### config.mk
export PLATFORM = sky130hd
export DESIGN_NAME = streaming_bot_feeder
export DESIGN_NICKNAME = d
export VERILOG_FILES = /design/src/rtl/streaming_bot_feeder.sv
export SDC_FILE = /design/constraint.sdc
export NUM_CORES = 1
export LEC_CHECK = 0
export ABC_AREA = 1
export CELL_PAD_IN_SITES_DETAIL_PLACEMENT = 1
export CELL_PAD_IN_SITES_GLOBAL_PLACEMENT = 1
export CORE_MARGIN = 4
export CORE_UTILIZATION = 31
export DETAILED_ROUTE_END_ITERATION = 10
export DONT_BUFFER_PORTS = 1
export GPL_TIMING_DRIVEN = 0
export PLACE_DENSITY = 0.7
export REMOVE_ABC_BUFFERS = 1
export SETUP_SLACK_MARGIN = 0.05
export SYNTH_ARGS = -nofsm -noshare
export SYNTH_HDL_FRONTEND = slang
export SYNTH_SLANG_ARGS = --single-unit
### constraint.sdc
create_clock -name clk -period 3.9 [get_ports clk]
set_clock_uncertainty 0.1 [all_clocks]
set_input_delay 0.78 -clock clk [delete_from_list [all_inputs] [get_ports clk]]
set_output_delay 0.78 -clock clk [all_outputs]
set_load 0.01 [all_outputs]
### src/rtl/streaming_bot_feeder.sv
// ============================================================================
// streaming_bot_feeder
//
// Transmit-side companion of the streaming count-connected core. Takes
// leaf-eliminated graphs from an upstream valid/ready source and pushes them
// into the core one per cycle, backing off while the core's input FIFO
// reports almost-full. It also consumes the core's result stream,
// accumulating the sum of 2^connectCount over the batch. It pulses batchDone
// once every graph issued for the batch has come back.
//
// Ports:
//   clk, rst          single clock, synchronous active-high reset
//   graphValid        upstream graph available
//   graphIn           upstream graph (128 bits)
//   tagIn             upstream sideband tag carried through the core
//   lastInBatch       marks graphIn as the final graph of the batch
//   graphReady        feeder accepts graphIn this cycle
//   isBotValid        one-cycle strobe into the core
//   graphOut          graph presented to the core
//   extraDataOut      sideband tag presented to the core
//   slowDownInput     core input FIFO almost full
//   resultValid       core result strobe
//   connectCount      core result value
//   batchSum          sum of 2^connectCount over the batch
//   batchCount        number of results received in the batch
//   batchDone         one-cycle pulse when the batch has fully returned
//   busy              a batch is in progress
//   overflow          sticky: the sum accumulator overflowed
//   protocolError     sticky: result arrived with nothing outstanding
// ============================================================================
module streaming_bot_feeder #(
    parameter int EXTRA_DATA_WIDTH  = 1,
    parameter int SUM_WIDTH         = 48,
    parameter int OUTSTANDING_WIDTH = 10
) (
    input  logic                           clk,
    input  logic                           rst,
    input  logic                           graphValid,
    input  logic [127:0]                   graphIn,
    input  logic [EXTRA_DATA_WIDTH-1:0]    tagIn,
    input  logic                           lastInBatch,
    output logic                           graphReady,
    output logic                           isBotValid,
    output logic [127:0]                   graphOut,
    output logic [EXTRA_DATA_WIDTH-1:0]    extraDataOut,
    input  logic                           slowDownInput,
    input  logic                           resultValid,
    input  logic [5:0]                     connectCount,
    output logic [SUM_WIDTH-1:0]           batchSum,
    output logic [OUTSTANDING_WIDTH+5:0]   batchCount,
    output logic                           batchDone,
    output logic                           busy,
    output logic                           overflow,
    output logic                           protocolError
);

    localparam int COUNT_WIDTH = OUTSTANDING_WIDTH + 6;
    localparam logic [OUTSTANDING_WIDTH-1:0] OUTSTANDING_ONE = {{(OUTSTANDING_WIDTH-1){1'b0}}, 1'b1};
    localparam logic [COUNT_WIDTH-1:0]       COUNT_ONE       = {{(COUNT_WIDTH-1){1'b0}}, 1'b1};
    localparam logic [SUM_WIDTH-1:0]         SUM_ONE         = {{(SUM_WIDTH-1){1'b0}}, 1'b1};

    typedef enum logic [1:0] {
        IDLE   = 2'd0,
        STREAM = 2'd1,
        DRAIN  = 2'd2
    } FeederState;

    FeederState state;
    FeederState nextState;

    logic                          slowDownReg;
    logic                          accept;
    logic                          idleAccept;
    logic                          orphanResult;
    logic                          termOutOfRange;
    logic                          sumCarry;
    logic [OUTSTANDING_WIDTH-1:0]  outstanding;
    logic [OUTSTANDING_WIDTH-1:0]  outstandingBase;
    logic [OUTSTANDING_WIDTH-1:0]  outstandingNext;
    logic [SUM_WIDTH-1:0]          sumBase;
    logic [SUM_WIDTH-1:0]          sumTerm;
    logic [SUM_WIDTH-1:0]          sumNext;
    logic [COUNT_WIDTH-1:0]        countBase;

    // State register.
    always_ff @(posedge clk) begin
        if (rst) begin
            state <= IDLE;
        end else begin
            state <= nextState;
        end
    end

    // Next-state logic. DRAIN exits on the same cycle the last result is
    // consumed so that IDLE and batchDone both appear one cycle later.
    always_comb begin
        nextState = state;
        case (state)
            IDLE: begin
                if (accept) begin
                    nextState = lastInBatch ? DRAIN : STREAM;
                end
            end
            STREAM: begin
                if (accept && lastInBatch) begin
                    nextState = DRAIN;
                end
            end
            DRAIN: begin
                if (outstandingNext == '0) begin
                    nextState = IDLE;
                end
            end
            default: nextState = IDLE;
        endcase
    end

    // FSM outputs. Backpressure uses the registered slowDownInput; the
    // core FIFO's almost-full margin absorbs the one-cycle lag.
    always_comb begin
        graphReady = (state == IDLE || state == STREAM) && !slowDownReg && !rst;
        busy       = (state != IDLE);
    end

    // Accounting arithmetic. An accept in IDLE starts a new batch, so the
    // counters are treated as zero before this cycle's accept/result are
    // applied. A result with nothing outstanding is flagged and does not
    // decrement, so the counter never wraps below zero.
    always_comb begin
        accept          = graphValid && graphReady;
        idleAccept      = accept && (state == IDLE);
        outstandingBase = idleAccept ? '0 : outstanding;
        orphanResult    = resultValid && !accept && (outstandingBase == '0);

        outstandingNext = outstandingBase;
        if (accept && !resultValid) begin
            outstandingNext = outstandingBase + OUTSTANDING_ONE;
        end else if (!accept && resultValid && !orphanResult) begin
            outstandingNext = outstandingBase - OUTSTANDING_ONE;
        end

        // A shift past the accumulator width contributes nothing but is
        // still reported as an overflow.
        termOutOfRange = (32'(connectCount) >= 32'(SUM_WIDTH));
        sumTerm        = termOutOfRange ? '0 : (SUM_ONE << connectCount);
        sumBase        = idleAccept ? '0 : batchSum;
        {sumCarry, sumNext} = {1'b0, sumBase} + {1'b0, sumTerm};
        countBase      = idleAccept ? '0 : batchCount;
    end

    // Datapath registers: core-side handshake, counters, sticky flags and
    // the batch-complete pulse.
    always_ff @(posedge clk) begin
        if (rst) begin
            slowDownReg   <= 1'b0;
            isBotValid    <= 1'b0;
            graphOut      <= '0;
            extraDataOut  <= '0;
            outstanding   <= '0;
            batchSum      <= '0;
            batchCount    <= '0;
            batchDone     <= 1'b0;
            overflow      <= 1'b0;
            protocolError <= 1'b0;
        end else begin
            slowDownReg <= slowDownInput;
            isBotValid  <= accept;
            if (accept) begin
                graphOut     <= graphIn;
                extraDataOut <= tagIn;
            end

            outstanding <= outstandingNext;

            if (resultValid) begin
                batchSum   <= sumNext;
                batchCount <= countBase + COUNT_ONE;
                if (termOutOfRange || sumCarry) begin
                    overflow <= 1'b1;
                end
                if (orphanResult) begin
                    protocolError <= 1'b1;
                end
            end else if (idleAccept) begin
                batchSum   <= '0;
                batchCount <= '0;
            end

            batchDone <= (state == DRAIN) && (outstandingNext == '0);
        end
    end

endmodule

==> Table 3: Implementation characteristics, run 1 <==
Physical implementation characteristics

Parameter                              Value

Worst setup path
  Crit-path most repeated cell .................. sky130_fd_sc_hd__nand2_1
  Data arrival time of the critical path .................. roughly 4.1 ns
  Register-to-register path setup slack .................. about 0.22 ns
  R2R Path End .................. batchSum[32]$_SDFF_PP0_
  Crit path depth .................. 16
  Critical Path Source Type .................. primary input

CTS
  CTS Root Buffer Type .................. sky130_fd_sc_hd__clkbuf_16
  H-tree Lvls .................. 1
  Number of hold-repair buffers added at the cts stage .................. 0
  Clk pin slew, worst setup/hold paths .................. 0.06 ns
  Insertion Delay late pin .................. around 0.54 ns

Route
  Ratio of routed vias to standard cells .................. 5.21
  Starting DRC count in detailed routing .................. between 800 and 900

Outcome
  Result of the run .................. complete, no violations

GRT
  Via count of the first global-routing pass .................. about 12000

Layout
  Share of final-layout standard cells stronger than drive strength 1 .................. 6.57%

Placed design
  Cell area reported after detailed placement .................. 0.0124 mm^2
  Number of placed cells counting well taps .................. 2282
  Setup slack after placement .................. -1.36 ns

Flow run
  OpenROAD warning count .................. 30

Synthesis
  Synth warnings .................. 0
  Post-Synthesis Mean Instance Area .................. ~6.5 um^2
  Synth Cell Area .................. 0.0120 mm^2
  Ys flop type .................. sky130_fd_sc_hd__dfxtp_1
  Chip Area, Yosys .................. roughly 0.012 mm^2

Final timing
  Slew at the pin closest to its max-slew limit .................. 1.15 ns
  Max-slew headroom at the worst pin .................. around 23%
  Max Clk Rate .................. ~0.26 GHz
  Final Hold Fails .................. 0
  Setup TNS .................. 0 ns

Floorplanning
  Effective utilization at floorplan .................. a little under a third

Worst hold path
  Count of cells along the worst hold path .................. 1
run 1: per-layer routing:
| metal | vias up | part of all wire [%] | wire, um | GRT usage (%) |
|---|---|---|---|---|
| li1 | 5983 | - | - | - |
| met1 | 5848 | 39 | 19200 | 24.9 |
| met2 | 347 | 49 | 23900 | 38.7 |
| met3 | 81 | 7.5 | 3670 | 4.89 |
| met4 | 0 | 4.0 | 1940 | 8.06 |
| met5 | - | 0 | 0 | 0 |
run 1: worst reg2reg max path: stages (launching register included):
cell	delay, ns
sky130_fd_sc_hd__dfxtp_1	0.39
sky130_fd_sc_hd__nor2_4	0.25
sky130_fd_sc_hd__nand4_4	0.16
sky130_fd_sc_hd__buf_4	0.22
sky130_fd_sc_hd__nand2_1	0.09
sky130_fd_sc_hd__inv_1	0.05
sky130_fd_sc_hd__ha_1	0.38
sky130_fd_sc_hd__nand2_1	0.15
sky130_fd_sc_hd__nor2_1	0.18
sky130_fd_sc_hd__nand4_1	0.17
sky130_fd_sc_hd__a21oi_1	0.22
sky130_fd_sc_hd__nor2_1	0.12
sky130_fd_sc_hd__o21ai_0	0.42
sky130_fd_sc_hd__nand2_1	0.21
sky130_fd_sc_hd__and3_1	0.20
sky130_fd_sc_hd__o31ai_1	0.19
sky130_fd_sc_hd__inv_1	0.06
run 1: layout by cell type, fill, tap and decap left out, drive strengths merged, types with 8 or more instances in the layout:
cell type,n
nand2,517
o21ai,98
clkinv,11
o21bai,8
a21oi,252
nor3,30
nor2,188
nand3,83
dfxtp,210
nand4,30
o211ai,11
o21a,10
buf,20
xnor2,10
clkbuf,36
ha,51
xor2,20
inv,205
run 1: registers in the layout, summed over array words and instances, names as in the netlist:
| name | flops |
|---|---|
| batchSum | 48 |
| outstanding | 10 |
| extraDataOut | 1 |
| isBotValid | 1 |
| graphOut | 128 |
| state | 2 |
| slowDownReg | 1 |
| overflow | 1 |
| batchCount | 16 |
| protocolError | 1 |
| batchDone | 1 |
run 1: through the flow:
step	hold WS [ns]	util (%)
final	0.234	35.7
after global routing	0.186	35.7
after CTS	0.186	35.3
after detailed placement	0.407	32.6
after global placement	0.400	32.5
after floorplan	0.384	-
run 1: cell families after synthesis:
| family | Yosys count | synth area share (%) |
|---|---|---|
| simple gates | 859 | 29.8 |
| flops | 210 | 34.9 |
| buf+inv | 290 | 9.19 |
| fa+ha+maj | 52 | 5.47 |
| xor+xnor | 30 | 2.18 |
| compound gates | 410 | 18.4 |
run 1: timing repair:
item | 4_1_cts | 5_1_grt
pin swaps | 4 | 5
resized | 9 | 12
endpoints found under the setup margin | 43 | 29
cloned | 5 | 1
setup buffers | 9 | 10
run 1: report_power, final:
| group | leakage [nW] | internal (mW) | switching [mW] |
|---|---|---|---|
| clock network | 0.426 | 1.46 | 0.970 |
| registers | 1.72 | 2.29 | 0.186 |
| logic | 3.68 | 0.372 | 0.740 |
| total | 5.82 | 4.12 | 1.90 |
run 1: area by class of cell:
class	count	area [um^2]
fill	4907	24500
clock inverter	11	126
clock buffer	36	738
timing repair buffer	20	195
sequential	210	4200
multi-input combinational	1357	6870
tap	511	639
inverter	209	793
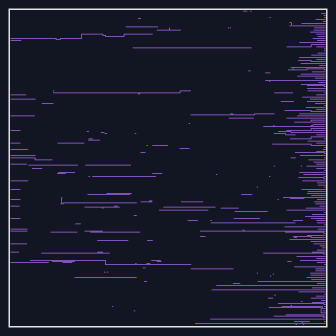
run_1/m3.png
longest straight run: 84.4 um
wire length on this layer: 3670 um
share of all routed wire: 7.5%
main direction: horizontal

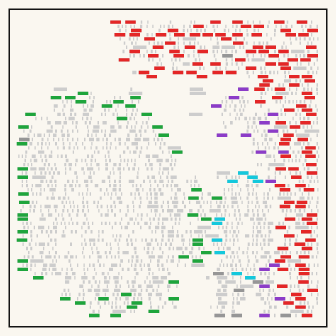
run_1/ff_map.png
Other sequential cells in the stronger gray, the rest of the logic in the fainter gray.
[green] batchSum | flops: 48
[cyan] outstanding | flops: 10
[purple] batchCount | flops: 16
[red] graphOut | flops: 128
not colored: 8
core occupancy in the finished layout: 35.7%
sequential share of cell area: 31.0%
Flop area: 0.00420 mm^2
power drawn by the sequential cells: 2.47 mW

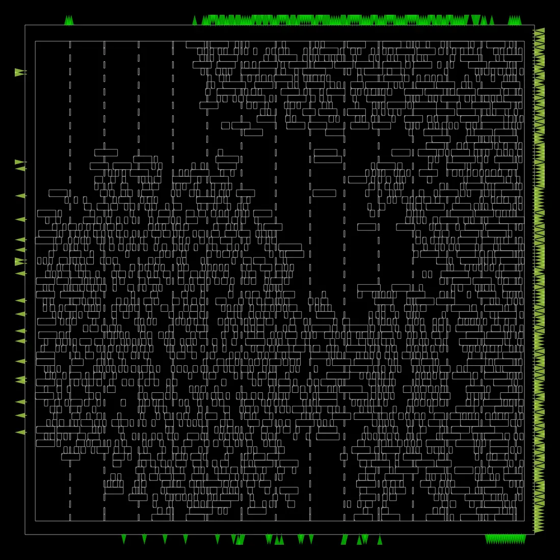
run_1/placed.png
tap cell instance count: 511
total core area: 0.0380 mm^2
sequential cell count of the final layout: 210
Cell Count, Final, Fillers Out: 2354
number of placement rows: 71

run_1/route_heat.png
21 x 21 tiles, from black (low) to pale yellow (high), scaled to the fullest tile. Values are wire area over tile area, all layers added.
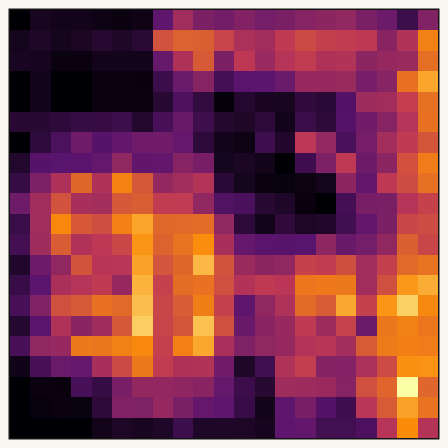

==> inputs of run 2 (changes only) <==
--- a/config.mk
+++ b/config.mk
@@ -5,7 +5,6 @@
 export SDC_FILE = /design/constraint.sdc
 export NUM_CORES = 1
 export LEC_CHECK = 0
-export ABC_AREA = 1
 export CELL_PAD_IN_SITES_DETAIL_PLACEMENT = 1
 export CELL_PAD_IN_SITES_GLOBAL_PLACEMENT = 1
 export CORE_MARGIN = 4
@@ -13,7 +12,7 @@
 export DETAILED_ROUTE_END_ITERATION = 10
 export DONT_BUFFER_PORTS = 1
 export GPL_TIMING_DRIVEN = 0
-export PLACE_DENSITY = 0.7
+export PLACE_DENSITY = 0.68
 export REMOVE_ABC_BUFFERS = 1
 export SETUP_SLACK_MARGIN = 0.05
 export SYNTH_ARGS = -nofsm -noshare
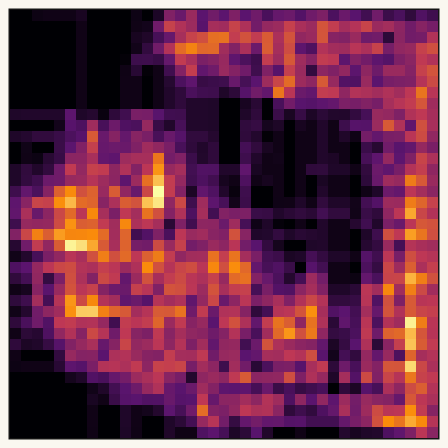
run_2/route_heat.png
39 x 39 tiles, from black (low) to pale yellow (high), scaled to the fullest tile. Values are wire area over tile area, all layers added.
emptiest ninth of the die: upper left
mean over tiles: 0.19
densest ninth of the die: middle left
tiles over half the peak: 17%
via count: 10800
per-cell routed wire length: 22.4 um

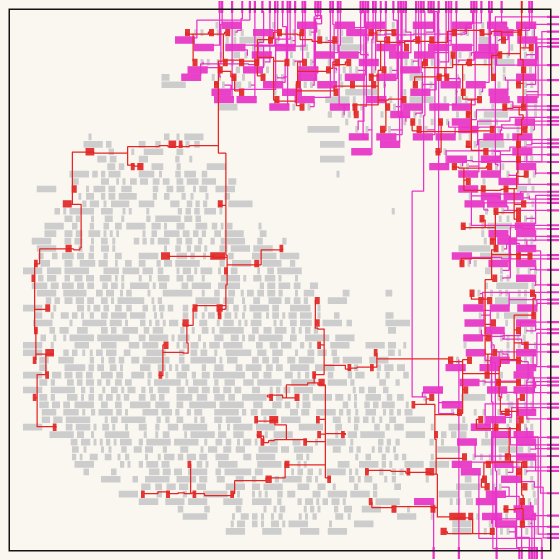
run_2/port_trees.png
[magenta] graphOut | bits: 128 | direction: output | end cells: 128 | buffers: 0 | wire: 4080 um
[red] rst | bits: 1 | direction: input | end cells: 192 | buffers: 0 | wire: 1950 um

==> run 2 against run 1 <==
Compared with the run above:
- the flow now finishes with violations (setup timing)
- via count decreased by 12%
- total power decreased by 2.0%
- synthesized cell count decreased by 21%
- final area increased by 5.3%
- non-clock buffer count increased by 70
- setup slack got worse by 0.56 ns
- highest routed layer unchanged
==> Table 3: Implementation characteristics, run 2 <==
Physical implementation characteristics

Parameter                              Value

Placed design
  Cell area reported after detailed placement .................. between 0.01 and 0.015 mm^2
  Setup slack after placement .................. -3.10 ns

Final timing
  Final Hold Fails .................. 0
  Fin worst setup slack .................. -0.452 ns
  Hold WS .................. about 0.22 ns
  Final setup viols .................. 33
  Setup TNS .................. -8.48 ns
  Max-slew headroom at the worst pin .................. 14.1%

Synthesis
  Synth warnings .................. 0
  Ys flop type .................. sky130_fd_sc_hd__dfxtp_1
  Chip Area, Yosys .................. about 0.011 mm^2
  Synth Cell Area .................. roughly 0.011 mm^2
  Post-Synthesis Mean Instance Area .................. 7.55 um^2
  XORs/XNORs by Area .................. under 10%
  Mux area share .................. 1.72%
  Synth Area in Adders .................. 5.92%
  Compound Share, Synth .................. between 10% and 20%
  Dominant kind of combinational cell .................. simple AND/OR/NAND/NOR gates

Worst setup path
  Critical Path Source Type .................. flop
  Register-to-register path setup slack .................. -0.45 ns
  Data arrival time of the critical path .................. 4.72 ns

Layout
  Share of final-layout standard cells stronger than drive strength 1 .................. between 20% and 30%
  Tally of filler cells in the layout .................. 4165
  Biggest registers after layout .................. graphOut (128), batchSum (48), batchCount (16)
  Core occupancy in the finished layout .................. between 40 and 50%
  Cell Count, Final, Fillers Out .................. between 1500 and 2000
  Most frequent cells in the layout .................. sky130_fd_sc_hd__nand2_1 (348), sky130_fd_sc_hd__dfxtp_1 (208), sky130_fd_sc_hd__a21oi_1 (178), sky130_fd_sc_hd__nor2_1 (126), sky130_fd_sc_hd__buf_4 (55)

CTS
  Insertion Delay late pin .................. approximately 0.56 ns
  H-tree Lvls .................. 1

Flow run
  OpenROAD warning count .................. 30

Route
  Ratio of routed vias to standard cells .................. ~5.4
  Starting DRC count in detailed routing .................. approximately 380
  Met3 routed wirelength .................. around 3.7 mm
  Uppermost layer routed .................. met4

Outcome
  Violations in the final reports .................. setup timing
  Result of the run .................. finished with violations

GRT
  Via count of the first global-routing pass .................. around 11000

Worst hold path
  Count of cells along the worst hold path .................. 1

Floorplanning
  Total core area .................. around 0.035 mm^2
## run 2: cell count changes in the layout (fill, tap and decap cells not counted), moves of 39 or more
cell,delta
sky130_fd_sc_hd__nand2_1,-163
sky130_fd_sc_hd__and2_1,+39
sky130_fd_sc_hd__a21oi_1,-73
sky130_fd_sc_hd__nor2_1,-46
sky130_fd_sc_hd__inv_1,-180
sky130_fd_sc_hd__o21ai_0,-64
sky130_fd_sc_hd__nand3_1,-51
## run 2: critical path, stage by stage (launching register included)
cell and delay [ns]:
sky130_fd_sc_hd__dfxtp_4 0.36, sky130_fd_sc_hd__nor3_4 0.57, sky130_fd_sc_hd__nand2_8 0.10, sky130_fd_sc_hd__buf_16 0.18
sky130_fd_sc_hd__inv_16 0.07, sky130_fd_sc_hd__nand2b_4 0.13, sky130_fd_sc_hd__buf_6 0.17, sky130_fd_sc_hd__buf_16 0.14
sky130_fd_sc_hd__and2_4 0.16, sky130_fd_sc_hd__ha_4 0.28, sky130_fd_sc_hd__and4_4 0.24, sky130_fd_sc_hd__buf_6 0.11
sky130_fd_sc_hd__nand2_4 0.05, sky130_fd_sc_hd__a211oi_4 0.31, sky130_fd_sc_hd__a2bb2oi_4 0.24, sky130_fd_sc_hd__and3_4 0.23
sky130_fd_sc_hd__o211a_4 0.21, sky130_fd_sc_hd__buf_6 0.11, sky130_fd_sc_hd__nor3_4 0.04, sky130_fd_sc_hd__nand3b_1 0.20
sky130_fd_sc_hd__a311oi_1 0.23
## run 2: how the worst max path moves through the flow
stage / startpoint / endpoint / slack (ns) / depth (start not counted)
6_report: state[1]$_SDFFE_PP0P_ / overflow$_SDFFE_PP0P_ / -0.45 / 20
4_1_cts: slowDownReg$_SDFF_PP0_ / batchSum[35]$_SDFF_PP0_ / -0.51 / 19
3_3_place_gp: rst / batchSum[46]$_SDFF_PP0_ / -11.37 / 17
3_5_place_dp: rst / batchSum[44]$_SDFF_PP0_ / -3.10 / 20
5_1_grt: state[1]$_SDFFE_PP0P_ / batchSum[41]$_SDFF_PP0_ / -0.59 / 20
2_1_floorplan: rst / batchSum[41]$_SDFF_PP0_ / -6.09 / 15
## run 2: layout make-up
cell class	count	area share, %
tap	461	4.04
antenna	1	0.0175
timing repair inverter	2	0.123
multi-input combinational	1151	52.2
sequential	210	29.5
clock buffer	33	5.17
clock inverter	15	0.858
timing repair buffer	90	7.43
inverter	21	0.683
## run 2: cell families after synthesis
family          Yosys count
mux                      19
buf+inv                 113
flops                   210
xor+xnor                 41
compound gates          354
simple gates            682
fa+ha+maj                52
## run 2: repair_timing
| item | CTS | global route |
|---|---|---|
| cloned | 15 | 0 |
| hold buffers | 0 | 0 |
| gates resized | 173 | 72 |
| setup buffers | 66 | 26 |
| endpoints found under the setup margin | 78 | 43 |
| pin swaps | 82 | 69 |
## run 2: power breakdown
| group | internal, mW | switching, mW | total (mW) |
|---|---|---|---|
| registers | 2.28 | 0.192 | 2.47 |
| logic | 0.427 | 0.577 | 1.00 |
| clock network | 1.41 | 1.01 | 2.42 |
| total | 4.12 | 1.78 | 5.89 |
## run 2: metal layers
layer	global-route usage, %	vias to the layer above
li1	-	5102
met1	23.3	5249
met2	37.8	335
met3	5.75	76
met4	7.29	0
met5	0	-
Power and IR drop assume default switching activity.
